<file path="src/rtl/alu_share_arbiter_if.sv">
// One requester link to the shared ALU: request channel and response channel,
// each with its own valid/ready handshake.
interface alu_share_arbiter_if #(
   parameter int DATA_W = 32
);
   logic              req_valid;
   logic              req_ready;
   logic [DATA_W-1:0] req_rs1;
   logic [DATA_W-1:0] req_rs2;
   logic [DATA_W-1:0] req_imm;
   logic [12:0]       req_op;     // [12:11] alu_op, [10:4] funct7, [3:1] funct3, [0] alu_src
   logic              rsp_valid;
   logic              rsp_ready;
   logic [DATA_W-1:0] rsp_result;
   logic              rsp_zero;

   // Requester side
   modport master (
      output req_valid, req_rs1, req_rs2, req_imm, req_op, rsp_ready,
      input  req_ready, rsp_valid, rsp_result, rsp_zero
   );

   // Arbiter side
   modport slave (
      input  req_valid, req_rs1, req_rs2, req_imm, req_op, rsp_ready,
      output req_ready, rsp_valid, rsp_result, rsp_zero
   );
endinterface

</file>
<file path="src/rtl/alu_share_arbiter.sv">
// Shares one combinational ALU between the core execute path (r0) and the
// debug/IO compute port (r1). One operation in flight: IDLE accepts,
// EXEC drives the ALU from registered operands, RESP returns the result.
module alu_share_arbiter #(
   parameter int DATA_W    = 32,
   parameter bit PRIO_MODE = 1'b0
) (
   input  logic              clk,
   input  logic              rst,
   alu_share_arbiter_if.slave r0,
   alu_share_arbiter_if.slave r1,
   output logic [DATA_W-1:0] alu_rd1,
   output logic [DATA_W-1:0] alu_rd2,
   output logic [DATA_W-1:0] alu_imm32,
   output logic              alu_src,
   output logic [1:0]        alu_op,
   output logic [2:0]        alu_funct3,
   output logic [6:0]        alu_funct7,
   input  logic [DATA_W-1:0] alu_result,
   input  logic              alu_zero,
   output logic              busy,
   output logic              grant_id
);

   typedef enum logic [1:0] {
      IDLE = 2'd0,
      EXEC = 2'd1,
      RESP = 2'd2
   } state_t;

   state_t            state;
   logic              lp;         // last granted requester
   logic              busy_q;
   logic              gnt_q;
   logic [DATA_W-1:0] rs1_q;
   logic [DATA_W-1:0] rs2_q;
   logic [DATA_W-1:0] imm_q;
   logic [12:0]       op_q;
   logic              v0_q;
   logic              v1_q;
   logic [DATA_W-1:0] res0_q;
   logic [DATA_W-1:0] res1_q;
   logic              z0_q;
   logic              z1_q;

   logic              sel;        // requester chosen in IDLE
   logic              accept;     // a request is taken at the next edge
   logic              rsp_take;   // owner consumes the response

   // Arbitration and combinational request-ready; gated by reset so ready
   // drops at once when reset is asserted.
   always_comb begin
      if (r0.req_valid && r1.req_valid) begin
         sel = PRIO_MODE ? 1'b0 : ~lp;
      end else begin
         sel = r1.req_valid;
      end
      accept       = (state == IDLE) && !rst && (r0.req_valid || r1.req_valid);
      r0.req_ready = accept && !sel;
      r1.req_ready = accept &&  sel;
      rsp_take     = gnt_q ? r1.rsp_ready : r0.rsp_ready;
   end

   // Control FSM with operand, result and status registers.
   always_ff @(posedge clk or posedge rst) begin
      if (rst) begin
         state  <= IDLE;
         lp     <= 1'b1;
         busy_q <= 1'b0;
         gnt_q  <= 1'b0;
         rs1_q  <= '0;
         rs2_q  <= '0;
         imm_q  <= '0;
         op_q   <= '0;
         v0_q   <= 1'b0;
         v1_q   <= 1'b0;
         res0_q <= '0;
         res1_q <= '0;
         z0_q   <= 1'b0;
         z1_q   <= 1'b0;
      end else begin
         case (state)
            IDLE: begin
               if (accept) begin
                  rs1_q  <= sel ? r1.req_rs1 : r0.req_rs1;
                  rs2_q  <= sel ? r1.req_rs2 : r0.req_rs2;
                  imm_q  <= sel ? r1.req_imm : r0.req_imm;
                  op_q   <= sel ? r1.req_op  : r0.req_op;
                  gnt_q  <= sel;
                  lp     <= sel;
                  busy_q <= 1'b1;
                  state  <= EXEC;
               end
            end
            EXEC: begin
               // Only a subtract-type op defines the ALU zero flag.
               if (gnt_q) begin
                  res1_q <= alu_result;
                  z1_q   <= (op_q[12:11] == 2'b01) && alu_zero;
                  v1_q   <= 1'b1;
               end else begin
                  res0_q <= alu_result;
                  z0_q   <= (op_q[12:11] == 2'b01) && alu_zero;
                  v0_q   <= 1'b1;
               end
               state <= RESP;
            end
            RESP: begin
               if (rsp_take) begin
                  v0_q   <= 1'b0;
                  v1_q   <= 1'b0;
                  busy_q <= 1'b0;
                  state  <= IDLE;
               end
            end
            default: begin
               v0_q   <= 1'b0;
               v1_q   <= 1'b0;
               busy_q <= 1'b0;
               state  <= IDLE;
            end
         endcase
      end
   end

   // Registered state to output ports.
   always_comb begin
      alu_rd1       = rs1_q;
      alu_rd2       = rs2_q;
      alu_imm32     = imm_q;
      alu_op        = op_q[12:11];
      alu_funct7    = op_q[10:4];
      alu_funct3    = op_q[3:1];
      alu_src       = op_q[0];
      busy          = busy_q;
      grant_id      = gnt_q;
      r0.rsp_valid  = v0_q;
      r0.rsp_result = res0_q;
      r0.rsp_zero   = z0_q;
      r1.rsp_valid  = v1_q;
      r1.rsp_result = res1_q;
      r1.rsp_zero   = z1_q;
   end

endmodule
</file>
<file path="src/flat_wrapper.sv">
// flat-port wrapper written by rule: the top's interface ports become plain ports
module alu_share_arbiter_flat 
#(
   parameter int DATA_W    = 32,
   parameter bit PRIO_MODE = 1'b0
)
  (clk, rst, alu_rd1, alu_rd2, alu_imm32, alu_src, alu_op, alu_funct3, alu_funct7, alu_result, alu_zero, busy, grant_id, r0_req_valid, r0_req_rs1, r0_req_rs2, r0_req_imm, r0_req_op, r0_rsp_ready, r0_req_ready, r0_rsp_valid, r0_rsp_result, r0_rsp_zero, r1_req_valid, r1_req_rs1, r1_req_rs2, r1_req_imm, r1_req_op, r1_rsp_ready, r1_req_ready, r1_rsp_valid, r1_rsp_result, r1_rsp_zero);
  alu_share_arbiter_if #(.DATA_W(DATA_W)) r0_i ();
  alu_share_arbiter_if #(.DATA_W(DATA_W)) r1_i ();
  input  logic clk;
  input  logic rst;
  output logic [DATA_W-1:0] alu_rd1;
  output logic [DATA_W-1:0] alu_rd2;
  output logic [DATA_W-1:0] alu_imm32;
  output logic alu_src;
  output logic [1:0] alu_op;
  output logic [2:0] alu_funct3;
  output logic [6:0] alu_funct7;
  input  logic [DATA_W-1:0] alu_result;
  input  logic alu_zero;
  output logic busy;
  output logic grant_id;
  input wire logic [$bits(r0_i.req_valid)-1:0] r0_req_valid;
  input wire logic [$bits(r0_i.req_rs1)-1:0] r0_req_rs1;
  input wire logic [$bits(r0_i.req_rs2)-1:0] r0_req_rs2;
  input wire logic [$bits(r0_i.req_imm)-1:0] r0_req_imm;
  input wire logic [$bits(r0_i.req_op)-1:0] r0_req_op;
  input wire logic [$bits(r0_i.rsp_ready)-1:0] r0_rsp_ready;
  output wire logic [$bits(r0_i.req_ready)-1:0] r0_req_ready;
  output wire logic [$bits(r0_i.rsp_valid)-1:0] r0_rsp_valid;
  output wire logic [$bits(r0_i.rsp_result)-1:0] r0_rsp_result;
  output wire logic [$bits(r0_i.rsp_zero)-1:0] r0_rsp_zero;
  input wire logic [$bits(r1_i.req_valid)-1:0] r1_req_valid;
  input wire logic [$bits(r1_i.req_rs1)-1:0] r1_req_rs1;
  input wire logic [$bits(r1_i.req_rs2)-1:0] r1_req_rs2;
  input wire logic [$bits(r1_i.req_imm)-1:0] r1_req_imm;
  input wire logic [$bits(r1_i.req_op)-1:0] r1_req_op;
  input wire logic [$bits(r1_i.rsp_ready)-1:0] r1_rsp_ready;
  output wire logic [$bits(r1_i.req_ready)-1:0] r1_req_ready;
  output wire logic [$bits(r1_i.rsp_valid)-1:0] r1_rsp_valid;
  output wire logic [$bits(r1_i.rsp_result)-1:0] r1_rsp_result;
  output wire logic [$bits(r1_i.rsp_zero)-1:0] r1_rsp_zero;
  assign r0_i.req_valid = r0_req_valid;
  assign r0_i.req_rs1 = r0_req_rs1;
  assign r0_i.req_rs2 = r0_req_rs2;
  assign r0_i.req_imm = r0_req_imm;
  assign r0_i.req_op = r0_req_op;
  assign r0_i.rsp_ready = r0_rsp_ready;
  assign r0_req_ready = r0_i.req_ready;
  assign r0_rsp_valid = r0_i.rsp_valid;
  assign r0_rsp_result = r0_i.rsp_result;
  assign r0_rsp_zero = r0_i.rsp_zero;
  assign r1_i.req_valid = r1_req_valid;
  assign r1_i.req_rs1 = r1_req_rs1;
  assign r1_i.req_rs2 = r1_req_rs2;
  assign r1_i.req_imm = r1_req_imm;
  assign r1_i.req_op = r1_req_op;
  assign r1_i.rsp_ready = r1_rsp_ready;
  assign r1_req_ready = r1_i.req_ready;
  assign r1_rsp_valid = r1_i.rsp_valid;
  assign r1_rsp_result = r1_i.rsp_result;
  assign r1_rsp_zero = r1_i.rsp_zero;
  alu_share_arbiter #(.DATA_W(DATA_W), .PRIO_MODE(PRIO_MODE)) u_core (.clk(clk), .rst(rst), .r0(r0_i), .r1(r1_i), .alu_rd1(alu_rd1), .alu_rd2(alu_rd2), .alu_imm32(alu_imm32), .alu_src(alu_src), .alu_op(alu_op), .alu_funct3(alu_funct3), .alu_funct7(alu_funct7), .alu_result(alu_result), .alu_zero(alu_zero), .busy(busy), .grant_id(grant_id));
endmodule
</file>
<file path="config.mk">
export PLATFORM = sky130hd
export DESIGN_NAME = alu_share_arbiter_flat
export DESIGN_NICKNAME = d
export VERILOG_FILES = /design/src/rtl/alu_share_arbiter_if.sv /design/src/rtl/alu_share_arbiter.sv /design/src/flat_wrapper.sv
export SDC_FILE = /design/constraint.sdc
export NUM_CORES = 1
export LEC_CHECK = 0
export CAP_MARGIN = 15
export CORE_AREA = 4 4 168 170
export CTS_BUF_LIST = sky130_fd_sc_hd__clkbuf_8
export DETAILED_ROUTE_END_ITERATION = 10
export DIE_AREA = 0 0 172 174
export GPL_TIMING_DRIVEN = 0
export PLACE_DENSITY = 0.61
export SLEW_MARGIN = 20
export SYNTH_ARGS = -nofsm -noshare
export SYNTH_HDL_FRONTEND = slang
export SYNTH_SLANG_ARGS = --single-unit
export TNS_END_PERCENT = 30
</file>
<file path="constraint.sdc">
create_clock -name clk -period 7 [get_ports clk]
set_clock_uncertainty 0.15 [all_clocks]
set_input_delay 1.4 -clock clk [delete_from_list [all_inputs] [get_ports clk]]
set_output_delay 1.4 -clock clk [all_outputs]
set_load 0.005 [all_outputs]
</file>
Sizing map:
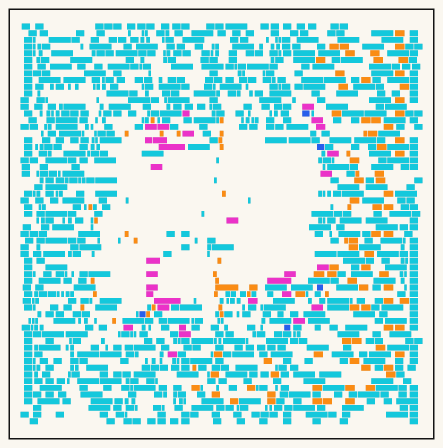
orange -> _2 cells  # cells 112, share 9.9%, most used mux2_2
cyan -> _0 and _1 cells  # cells 989, share 87%, most used clkdlybuf4s50_1
blue -> _3 and _4 cells  # cells 5, share 0.44%
magenta -> _6 and larger  # cells 31, share 2.7%, most used clkbuf_8
Worst Slack Setup Final: 1340 ps
post-route cell area: 0.0131 mm2
area delta synth->final: 66.9%
bufs w/o clock: 504

==> out/metrics.yaml <==
run_status:
  run_status: "complete, no violations"
timing:
  worst_pin_slew_ps: 765
  worst_hold_slack_ps: 349
  drv_slew: 0
  finalSetupViolations: 0
  min_period_ps: 5660
  fmax_mhz: 177
  hold_violations: 0
  finalCritPeriodShare: 0.808
  setup_tns_ps: 0
  slew-limit-headroom: 0.490
  grt_setup_unrepaired: "no"
synthesis:
  synth.top_cell.area_share: 0.576
  yosysUniqueCellTypes: 26
  ff_type: "dfrtp_1"
  syn-num-nets: 924
  numSynthFlops: 182
  synth_async_sr_flop_share: 1.00
  topCellsByArea: "dfrtp_1 58%, a221o_1 14%, mux2_2 9.5%, nor3_1 6.3%, nand2_1 5.3%"
  synth_cells: 667
  yosys_area_mm2: 0.00786
  postSynthSeqShare: 0.579
  yosys_cells: 667
  edf_count: 0
  synth_area_mm2: 0.00786
  ys.warnings.count: 0
  yosysMostFrequentCell: "dfrtp_1"
  synth_top_cell_by_area: "dfrtp_1"
  synthTopCellsByCount: "181 x dfrtp_1, 111 x nand2_1, 109 x a221o_1"
  avgSynthCellArea_um2: 11.8
worst_setup_path:
  cp-endpoint: "r0_req_ready"
  cpPeakStageDelay_ps: 650
  start_kind: "input pin"
  path_cells: "clkdlybuf4s50_1 > clkbuf_1 > clkbuf_1 > nand3_1 > inv_1 > clkdlybuf4s50_1"
  cp.buffers_inverters: 5
  path_delay_family: "buffers and inverters"
  reg2reg_depth: 5
  required_ps: 5450
  cp-end-kind: "output port"
  path_class: "in -> out"
  reg2reg_slack_ps: 4800
  arrival_ps: 4110
  cp-startpoint: "r0_req_valid"
  worst-path-stages: 6
  slowest_stage: "clkbuf_1"
  crit_fanout: 10
  r2r_end: "u_core.alu_rd1[31]"
  regToRegStartpoint: "u_core.state[0]"
final_layout:
  drive_gt1_frac: 0.130
  final-clk-cell-share: 0.0320
  clock_buffer_count: 17
  finalNonFillerCells: 1478
  largestClassByArea: "buffers"
  diodes: 0
  logic_area_mm2: 0.00298
  sh_comb_area: 0.227
  fill_cells: 2476
  nMultiInputCombCells: 414
  seq_cells: 182
  register_area_mm2: 0.00456
  nets: 1381
  nNonClkInverters: 5
  buf_share: 0.359
  seq_share: 0.347
placement:
  post_dp_cell_area_mm2: 0.0127
  dpl.cell_count: 1446
  place.gp.congestion: 0.830
  dpl.hpwl_um: 24400
  post-place-ws_ps: 1200
routing:
  vias_per_cell: 5.06
  wl_per_cell_um: 22.1
  drtIter0Drc: 406
  drc: 0
  first_pass_iters: 5
  ant_nets: 0
  totalWireLength_um: 32600
  vias: 7472
floorplanning:
  num_io_pins: 438
  fp-utilization: 0.294
  nWellTaps: 341
  dieArea_mm2: 0.0299
  fp.coreArea_mm2: 0.0267
  rows: 60
global_routing:
  grtUsageTotal: 0.209
  grt-ovfl-total: 0
  grt_max_degree: 96
  grt_pass1_vias: 7817
  grt_pass1_wl_um: 47800
  antenna_found_initial: 3
cts:
  numCtsBuffers: 17
  cts_tree: "built"
  holdBufCountCts: 0
  root_buffer: "clkbuf_8"
  cts_sinks: 182
  cts_resized: 0
  cts_buffer_depth: 2
  cts_setup_buffers: 0
  path_clk_slew_ps: 110
  htreeDepth: 4
  clk_latency_ps: 450
power:
  p_leak_nw: 5.36
  power_per_cell_area_mw_per_mm2: 377
  peakVddDrop_v: 0.000127
job:
  warning_count: 26
  cap_violations: 0
worst_hold_path:
  holdPathStages: 1
  min_to: "u_core.r0.rsp_valid"
  hp-start: "u_core.r0.rsp_valid"
  min_path_type: "reg -> reg"
I/O pins on the die edge:
Bar = 50 um. Pins as bars across the die edge, other pins in grey.
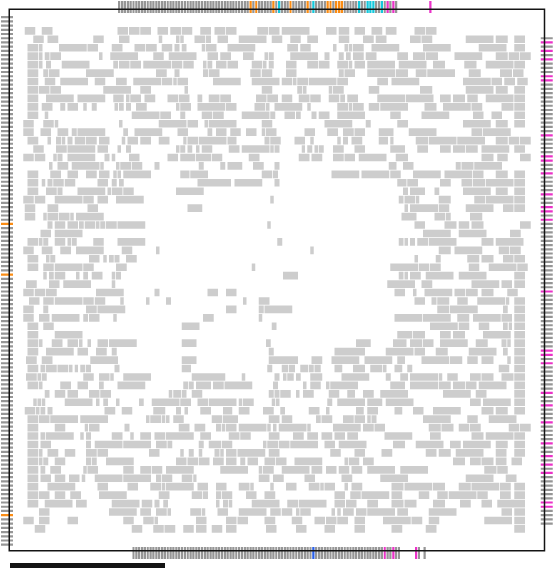
cyan -> alu_funct7  # pins 7, direction output, edge top
blue -> r0_req_ready  # pins 1, direction output, edge bottom
magenta -> r0_rsp_result  # pins 32, direction output, edge 26 right, 3 top, 3 bottom
orange -> r1_req_op  # pins 13, direction input, edge 10 top, 3 left
all pins by edge = 126 left, 116 right, 99 top, 97 bottom
Buffers on Ports: 437
Die Ht: 174 um
die x size: 172 um

-- per-layer routing --
layer | vias to the layer above | part of all wire | track usage | wire, um
li1 | 3407 | - | - | -
met2 | 320 | 0.49 | 0.354 | 16000
met1 | 3697 | 0.41 | 0.259 | 13300
met4 | 6 | 0.019 | 0.0544 | 620
met3 | 42 | 0.081 | 0.0637 | 2640
met5 | - | 0.0017 | 0 | 54
-- cell usage in the layout (no fill, tap or decap), types with 5 or more instances in the layout --
cell | synthesis | routed
nor3_2 | 11 | 11
inv_1 | 5 | 5
clkdlybuf4s50_1 | 0 | 437
buf_1 | 9 | 9
a221o_1 | 109 | 109
nand2_1 | 111 | 111
dfrtp_1 | 181 | 181
nor3_1 | 99 | 99
mux2_2 | 66 | 66
clkbuf_8 | 0 | 17
clkbuf_1 | 21 | 21
buf_2 | 33 | 33
-- kinds of logic after synthesis --
group	share of synthesized area
AND-OR/OR-AND	0.145
buffers and inverters	0.0415
flip-flops	0.579
multiplexers	0.0958
AND/OR/NAND/NOR	0.138
-- sequential cells by signal, summed over array words and instances, names as in the netlist --
register	count
u_core.alu_imm32	32
u_core.alu_rd1	32
u_core.alu_rd2	32
u_core.r0.rsp_result	32
u_core.r1.rsp_result	32
u_core.op_q	13
u_core.state	2
u_core.busy	1
u_core.grant_id	1
u_core.lp	1
u_core.r0.rsp_valid	1
u_core.r0.rsp_zero	1
u_core.r1.rsp_valid	1
u_core.r1.rsp_zero	1
-- report_power, final --
part	total, mW	internal [mW]	switching, mW
Combinational	2.31	1.47	0.837
Clock	0.780	0.333	0.447
Sequential	1.86	1.56	0.299
-- per-stage QoR --
stage / power [mW] / utilization
floorplan: 2.70 / -
global placement: 4.19 / 0.474
detailed placement: 4.21 / 0.475
CTS: 5.01 / 0.491
global route: 5.25 / 0.491
finish: 4.95 / 0.491
No activity file was given, so power comes from the tool's default toggle rates.
